[src/rtl/cache_pkg.sv]
// cache_pkg -- shared definitions for the cache-side request path.
//
// Contents:
//   OP_RD / OP_WR / OP_NOOP  2-bit core operation encodings (2'b10 is treated
//                            as NOOP by every consumer)
//   arb_state_e              cache_bus_arbiter FSM states
//   is_mem_op()              true for an operation that needs the cache port
package cache_pkg;

    localparam logic [1:0] OP_RD   = 2'b00;
    localparam logic [1:0] OP_WR   = 2'b01;
    localparam logic [1:0] OP_NOOP = 2'b11;

    typedef enum logic [1:0] {
        IDLE  = 2'b00,
        ISSUE = 2'b01,
        WAIT  = 2'b10,
        FIN   = 2'b11
    } arb_state_e;

    // Only RD and WR occupy the cache port; both NOOP codes are ignored.
    function automatic logic is_mem_op(input logic [1:0] o);
        return (o == OP_RD) || (o == OP_WR);
    endfunction

endpackage

[src/rtl/cache_bus_arbiter_rr_pick.sv]
// rr_pick -- combinational round-robin winner selection.
//
// Scans the eligible vector upward starting at ptr, wrapping at N, and
// reports the first set position.
//
// Ports:
//   eligible   in  N   per-requester eligibility
//   ptr        in  IW  index with the highest priority this round
//   winner     out N   one-hot winner (all zero when nothing is eligible)
//   index      out IW  binary index of the winner
//   any_valid  out 1   at least one requester is eligible
module rr_pick #(
    parameter int N  = 4,
    parameter int IW = (N > 1) ? $clog2(N) : 1
) (
    input  logic [N-1:0]  eligible,
    input  logic [IW-1:0] ptr,
    output logic [N-1:0]  winner,
    output logic [IW-1:0] index,
    output logic          any_valid
);

    // Rotating priority scan; the first hit latches and later hits are masked
    always_comb begin
        int          pos;
        logic [IW-1:0] pos_w;
        logic        found;
        logic        take;
        winner = '0;
        index  = '0;
        found  = 1'b0;
        pos    = 0;
        pos_w  = '0;
        take   = 1'b0;
        for (int k = 0; k < N; k++) begin
            pos           = int'(ptr) + k;
            pos           = (pos >= N) ? (pos - N) : pos;
            pos_w         = IW'(pos);
            take          = !found && eligible[pos_w];
            winner[pos_w] = winner[pos_w] | take;
            index         = take ? pos_w : index;
            found         = found | take;
        end
        any_valid = found;
    end

endmodule

[src/rtl/cache_bus_arbiter.sv]
// cache_bus_arbiter -- shares the single cache data port among NCORES cores.
//
// A round-robin winner is chosen in IDLE, its op/addr/wdata are latched and
// presented to the cache with a valid/ready handshake. After the cache
// reports completion, read data/hit are returned with a one-cycle done pulse
// on the winner's lane, and priority moves to the core after the winner.
//
// Build option: define ARB_TIMEOUT_EN to add a grant-to-completion watchdog.
// A transaction still outstanding TIMEOUT cycles after ISSUE entry finishes
// with err = 1, rdata = 0 and a one-cycle c_abort pulse. Without the macro,
// err and c_abort are tied low and the block waits for c_done indefinitely.
//
// Ports:
//   clk, rst (async, active-low)
//   req/op/addr/wdata    core-side requests, core i in slice i
//   gnt                  one-hot grant, held through the FIN cycle
//   done                 one-cycle completion pulse to the winner
//   err, rdata, hit      completion status/data, valid with done
//   c_valid/c_op/c_addr/c_wdata, c_ready   command handshake to cache
//   c_done/c_rdata/c_hit                  completion from cache
//   c_abort              one-cycle abort pulse on timeout
module cache_bus_arbiter
    import cache_pkg::*;
#(
    parameter int NCORES  = 4,
    parameter int AW      = 16,
    parameter int DW      = 32,
    parameter int TIMEOUT = 64
) (
    input  logic                 clk,
    input  logic                 rst,
    input  logic [NCORES-1:0]    req,
    input  logic [2*NCORES-1:0]  op,
    input  logic [AW*NCORES-1:0] addr,
    input  logic [DW*NCORES-1:0] wdata,
    output logic [NCORES-1:0]    gnt,
    output logic [NCORES-1:0]    done,
    output logic                 err,
    output logic [DW-1:0]        rdata,
    output logic                 hit,
    output logic                 c_valid,
    output logic [1:0]           c_op,
    output logic [AW-1:0]        c_addr,
    output logic [DW-1:0]        c_wdata,
    input  logic                 c_ready,
    input  logic                 c_done,
    input  logic [DW-1:0]        c_rdata,
    input  logic                 c_hit,
    output logic                 c_abort
);

    localparam int IW = (NCORES > 1) ? $clog2(NCORES) : 1;

    arb_state_e        state_r;
    logic [IW-1:0]     ptr_r;
    logic [IW-1:0]     win_r;
    logic [NCORES-1:0] gnt_r;
    logic [NCORES-1:0] done_r;
    logic [DW-1:0]     rdata_r;
    logic              hit_r;
    logic              c_valid_r;
    logic [1:0]        c_op_r;
    logic [AW-1:0]     c_addr_r;
    logic [DW-1:0]     c_wdata_r;

    logic [NCORES-1:0] eligible_s;
    logic [NCORES-1:0] pick_onehot_s;
    logic [IW-1:0]     pick_idx_s;
    logic              any_s;
    logic [1:0]        sel_op_s;
    logic [AW-1:0]     sel_addr_s;
    logic [DW-1:0]     sel_wdata_s;
    logic [IW-1:0]     next_ptr_s;
    logic              timeout_s;
    logic              real_done_s;
    logic              to_s;
    logic              fin_entry_s;

    // Per-core eligibility: request raised with a real RD/WR operation
    always_comb begin
        eligible_s = '0;
        for (int i = 0; i < NCORES; i++) begin
            eligible_s[i] = req[i] && is_mem_op(op[2*i +: 2]);
        end
    end

    rr_pick #(
        .N  (NCORES),
        .IW (IW)
    ) u_rr_pick (
        .eligible  (eligible_s),
        .ptr       (ptr_r),
        .winner    (pick_onehot_s),
        .index     (pick_idx_s),
        .any_valid (any_s)
    );

    // AND-OR mux of the winning core's command fields (winner is one-hot)
    always_comb begin
        sel_op_s    = 2'b00;
        sel_addr_s  = '0;
        sel_wdata_s = '0;
        for (int i = 0; i < NCORES; i++) begin
            sel_op_s    = sel_op_s    | (op[2*i +: 2]     & {2{pick_onehot_s[i]}});
            sel_addr_s  = sel_addr_s  | (addr[AW*i +: AW] & {AW{pick_onehot_s[i]}});
            sel_wdata_s = sel_wdata_s | (wdata[DW*i +: DW] & {DW{pick_onehot_s[i]}});
        end
    end

    // Priority moves to the core just after the winner, wrapping at NCORES
    always_comb begin
        if (win_r == IW'(NCORES - 1)) begin
            next_ptr_s = '0;
        end else begin
            next_ptr_s = win_r + IW'(1);
        end
    end

    // Completion detection; c_done in ISSUE without c_ready is ignored
    always_comb begin
        real_done_s = 1'b0;
        case (state_r)
            ISSUE:   real_done_s = c_ready && c_done;
            WAIT:    real_done_s = c_done;
            default: real_done_s = 1'b0;
        endcase
        to_s        = timeout_s && !real_done_s;
        fin_entry_s = real_done_s || to_s;
    end

`ifdef ARB_TIMEOUT_EN
    localparam int CW = $clog2(TIMEOUT + 1);

    logic [CW-1:0] cnt_r;
    logic          err_r;
    logic          abort_r;

    // Transaction age: zero while IDLE, so it reads 0 in the first ISSUE cycle
    always_ff @(posedge clk or negedge rst) begin
        if (!rst) begin
            cnt_r <= '0;
        end else if (state_r == IDLE) begin
            cnt_r <= '0;
        end else if (cnt_r != CW'(TIMEOUT)) begin
            cnt_r <= cnt_r + CW'(1);
        end else begin
            cnt_r <= cnt_r;
        end
    end

    assign timeout_s = ((state_r == ISSUE) || (state_r == WAIT)) &&
                       (cnt_r == CW'(TIMEOUT - 1));

    // Timeout status, aligned with the done pulse in the FIN cycle
    always_ff @(posedge clk or negedge rst) begin
        if (!rst) begin
            err_r   <= 1'b0;
            abort_r <= 1'b0;
        end else if (fin_entry_s) begin
            err_r   <= to_s;
            abort_r <= to_s;
        end else begin
            err_r   <= 1'b0;
            abort_r <= 1'b0;
        end
    end

    assign err     = err_r;
    assign c_abort = abort_r;
`else
    logic timeout_unused_s;
    assign timeout_unused_s = (TIMEOUT > 0);
    assign timeout_s        = 1'b0;
    assign err              = 1'b0;
    assign c_abort          = 1'b0;
`endif

    // Main arbitration / handshake FSM and command latches
    always_ff @(posedge clk or negedge rst) begin
        if (!rst) begin
            state_r   <= IDLE;
            ptr_r     <= '0;
            win_r     <= '0;
            gnt_r     <= '0;
            done_r    <= '0;
            rdata_r   <= '0;
            hit_r     <= 1'b0;
            c_valid_r <= 1'b0;
            c_op_r    <= OP_NOOP;
            c_addr_r  <= '0;
            c_wdata_r <= '0;
        end else begin
            case (state_r)
                IDLE: begin
                    if (any_s) begin
                        state_r   <= ISSUE;
                        win_r     <= pick_idx_s;
                        gnt_r     <= pick_onehot_s;
                        c_valid_r <= 1'b1;
                        c_op_r    <= sel_op_s;
                        c_addr_r  <= sel_addr_s;
                        c_wdata_r <= sel_wdata_s;
                    end else begin
                        state_r <= IDLE;
                    end
                end
                ISSUE, WAIT: begin
                    if (fin_entry_s) begin
                        state_r   <= FIN;
                        c_valid_r <= 1'b0;
                        done_r    <= gnt_r;
                        rdata_r   <= to_s ? '0 : c_rdata;
                        hit_r     <= to_s ? 1'b0 : c_hit;
                    end else if ((state_r == ISSUE) && c_ready) begin
                        state_r   <= WAIT;
                        c_valid_r <= 1'b0;
                    end else begin
                        state_r <= state_r;
                    end
                end
                FIN: begin
                    state_r <= IDLE;
                    done_r  <= '0;
                    gnt_r   <= '0;
                    ptr_r   <= next_ptr_s;
                end
                default: begin
                    state_r   <= IDLE;
                    done_r    <= '0;
                    gnt_r     <= '0;
                    c_valid_r <= 1'b0;
                end
            endcase
        end
    end

    assign gnt     = gnt_r;
    assign done    = done_r;
    assign rdata   = rdata_r;
    assign hit     = hit_r;
    assign c_valid = c_valid_r;
    assign c_op    = c_op_r;
    assign c_addr  = c_addr_r;
    assign c_wdata = c_wdata_r;

endmodule
[config.mk]
export PLATFORM = sky130hd
export DESIGN_NAME = cache_bus_arbiter
export DESIGN_NICKNAME = d
export VERILOG_FILES = /design/src/rtl/cache_pkg.sv /design/src/rtl/cache_bus_arbiter_rr_pick.sv /design/src/rtl/cache_bus_arbiter.sv
export SDC_FILE = /design/constraint.sdc
export NUM_CORES = 1
export LEC_CHECK = 0
export CAP_MARGIN = 20
export CORE_UTILIZATION = 34
export DETAILED_ROUTE_END_ITERATION = 10
export GPL_TIMING_DRIVEN = 0
export PLACE_DENSITY_LB_ADDON = 0.15
export SKIP_CTS_REPAIR_TIMING = 1
export SYNTH_ARGS = -nofsm -noshare
export SYNTH_HDL_FRONTEND = slang
export SYNTH_HIERARCHICAL = 1
export SYNTH_SLANG_ARGS = --single-unit
[constraint.sdc]
create_clock -name clk -period 3.3 [get_ports clk]
set_input_delay 0.33 -clock clk [delete_from_list [all_inputs] [get_ports clk]]
set_output_delay 0.33 -clock clk [all_outputs]
set_load 0.1 [all_outputs]
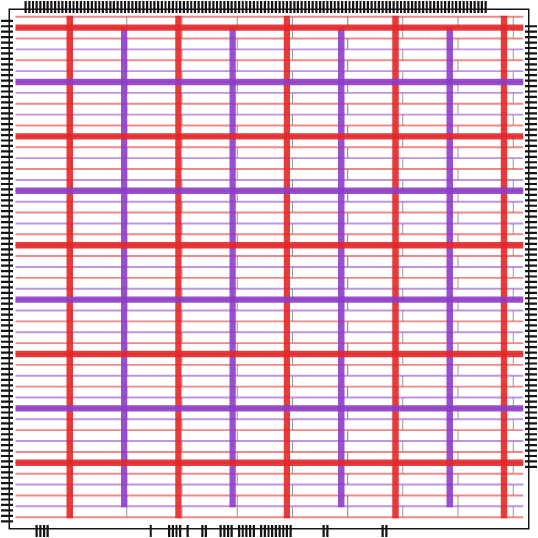
(images/floorplan.png)
(4 px per um) Pins as bars on the die edge. Tap cells in gray.
- VDD: purple
- VSS: red
- met4 straps: 9
- rows: 46
- met5 straps: 9
- met1 rails: 47
- tap cells: 216

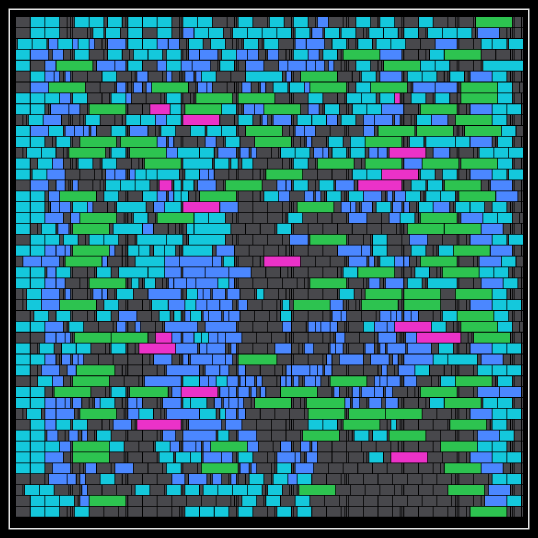
(images/class_map.png)
(4 px per um) Fill, decap, tap and diode cells in gray.
- clock drivers and dummy loads: magenta (cells 16)
- remaining buffers and delay cells: cyan (cells 394)
- registers: green (cells 98)
- remaining logic cells: blue (cells 372)

==> metrics.yaml <==
run_status:
  status: "finished with violations"
  violations: "negative hold slack, negative setup slack"
drt:
  post_drt_wl_per_cell_um: 21.13
  route.vias.total: 5944
  wl_met3_um: 1700
  first_pass_iters: 5
  drt-met1-wl_um: 9233
  drc: 0
  wirelength_um: 23160
  top_layer_used: "met4"
timing:
  worst_slack_ns: -0.1515
  maxSlewViolCount: 0
  clock_skew_ns: 0.009044
  setup_violations: 52
  finalHoldViolations: 7
  tns_ns: -6.342
  hold_slack_ns: -0.01240
  max_freq_mhz: 289.7
  rsz0062_at_grt: "true"
  finalClockPeriodUsage_pct: 104.6
  tightest_slew_ns: 1.085
  slew_headroom_pct: 27.43
logic_synthesis:
  logic_family: "AND-OR/OR-AND gates"
  ys_sh_xor_pct: 0
  ys_ff: 98
  syn_avg_cell_area_um2: 10.65
  synth.cellmix.simpleShare_pct: 8.984
  ys_sh_mux_pct: 13.01
  ys.flop_type: "dfrtp_1"
  yosysSeqAreaShare_pct: 44.40
  yosys_warnings: 6
  edf_count: 0
  ys_chip_area_um2: 5529
grt:
  grt-busiest-layer: "met2"
  grt_use_met1_pct: 31.32
  grt_max_degree: 54
  grt_first_pass_wirelength_um: 32560
  first_global_vias: 5894
  antenna_found_initial: 0
  grt.total_usage_pct: 25.86
  overflow: 0
die:
  chipArea_um2: 16780
  core_area_um2: 15890
  fp-utilization_pct: 34.81
  die_y_um: 129.5
  die_w_um: 129.5
  std_cell_rows: 46
  io_pins: 335
  n_tap_cell: 216
finish:
  multiInputGateArea_um2: 3085
  comb_share_pct: 30.28
  stdcell_count: 1096
  design_area_um2: 10190
  seq_area_um2: 2457
  clk_share_pct: 3.463
  num-multi-input-gates: 365
  utilization_pct: 64.15
  largest_class: "non-clock buffers"
  n_all_inverters: 7
  layout-drive-gt1-share_pct: 21.93
  num-clock-buffers: 11
  bufAreaShareNonClock_pct: 39.21
  nFlopsAndLatches: 98
  lay_top_count: "clkdlybuf4s50_1"
  seq_area_share_pct: 24.12
  num-fill-cells: 1233
  antenna_cells: 0
place:
  placed_area_um2: 9178
  dpl.hpwl_um: 17220
  place_ws_ns: -0.6854
  io_buffer_count: 332
  placed_cells: 1069
worst_setup_path:
  reg2reg_slack_ns: -0.15
  critPathCaptureType: "flip-flop"
  path_delay_family: "AND-OR/OR-AND gates"
  startpoint_type: "flip-flop"
  crit_path_end: "c_addr[3]"
  cp_slowest_cell: "mux4_2"
  crit_cells: 14
  max_stage_delay_ns: 0.49
  critPathMaxFanout: 10
  r2r-start: "ptr_r[0]"
  arrival_ns: 3.68
  timing.rr.end: "c_addr[3]"
  startpoint: "ptr_r[0]"
clocking:
  clockBufferDepth: 2
  cts.clk_slew.worst_paths_ns: 0.07
  clock-sinks: 98
  root_buffer: "clkbuf_16"
  cts_tree: "built"
  cts_buffers: 9
job:
  drv_cap: 0
  tool_warnings: 34
==> cell usage after synthesis, drive strengths merged, types with 2 or more instances <==
cell type	n	area share (%)
dfrtp	96	43
a32oi	2	0.32
a211oi	3	0.41
dfstp	2	0.95
and2	2	0.23
a31oi	52	5.9
o31ai	2	0.27
a211o	2	0.32
nor4	2	0.34
a221oi	2	0.43
mux2	40	10
nor2b	12	1.4
mux4	5	2.0
inv	7	0.48
ha	9	2.0
a22oi	105	15
o221ai	4	0.63
mux2i	4	0.72
nor2	61	4.4
nand2	18	1.4
clkbuf	25	1.7
a21oi	10	1.2
o21ai	14	1.3
nand2b	2	0.23
nor3	3	0.27
buf	25	3.5
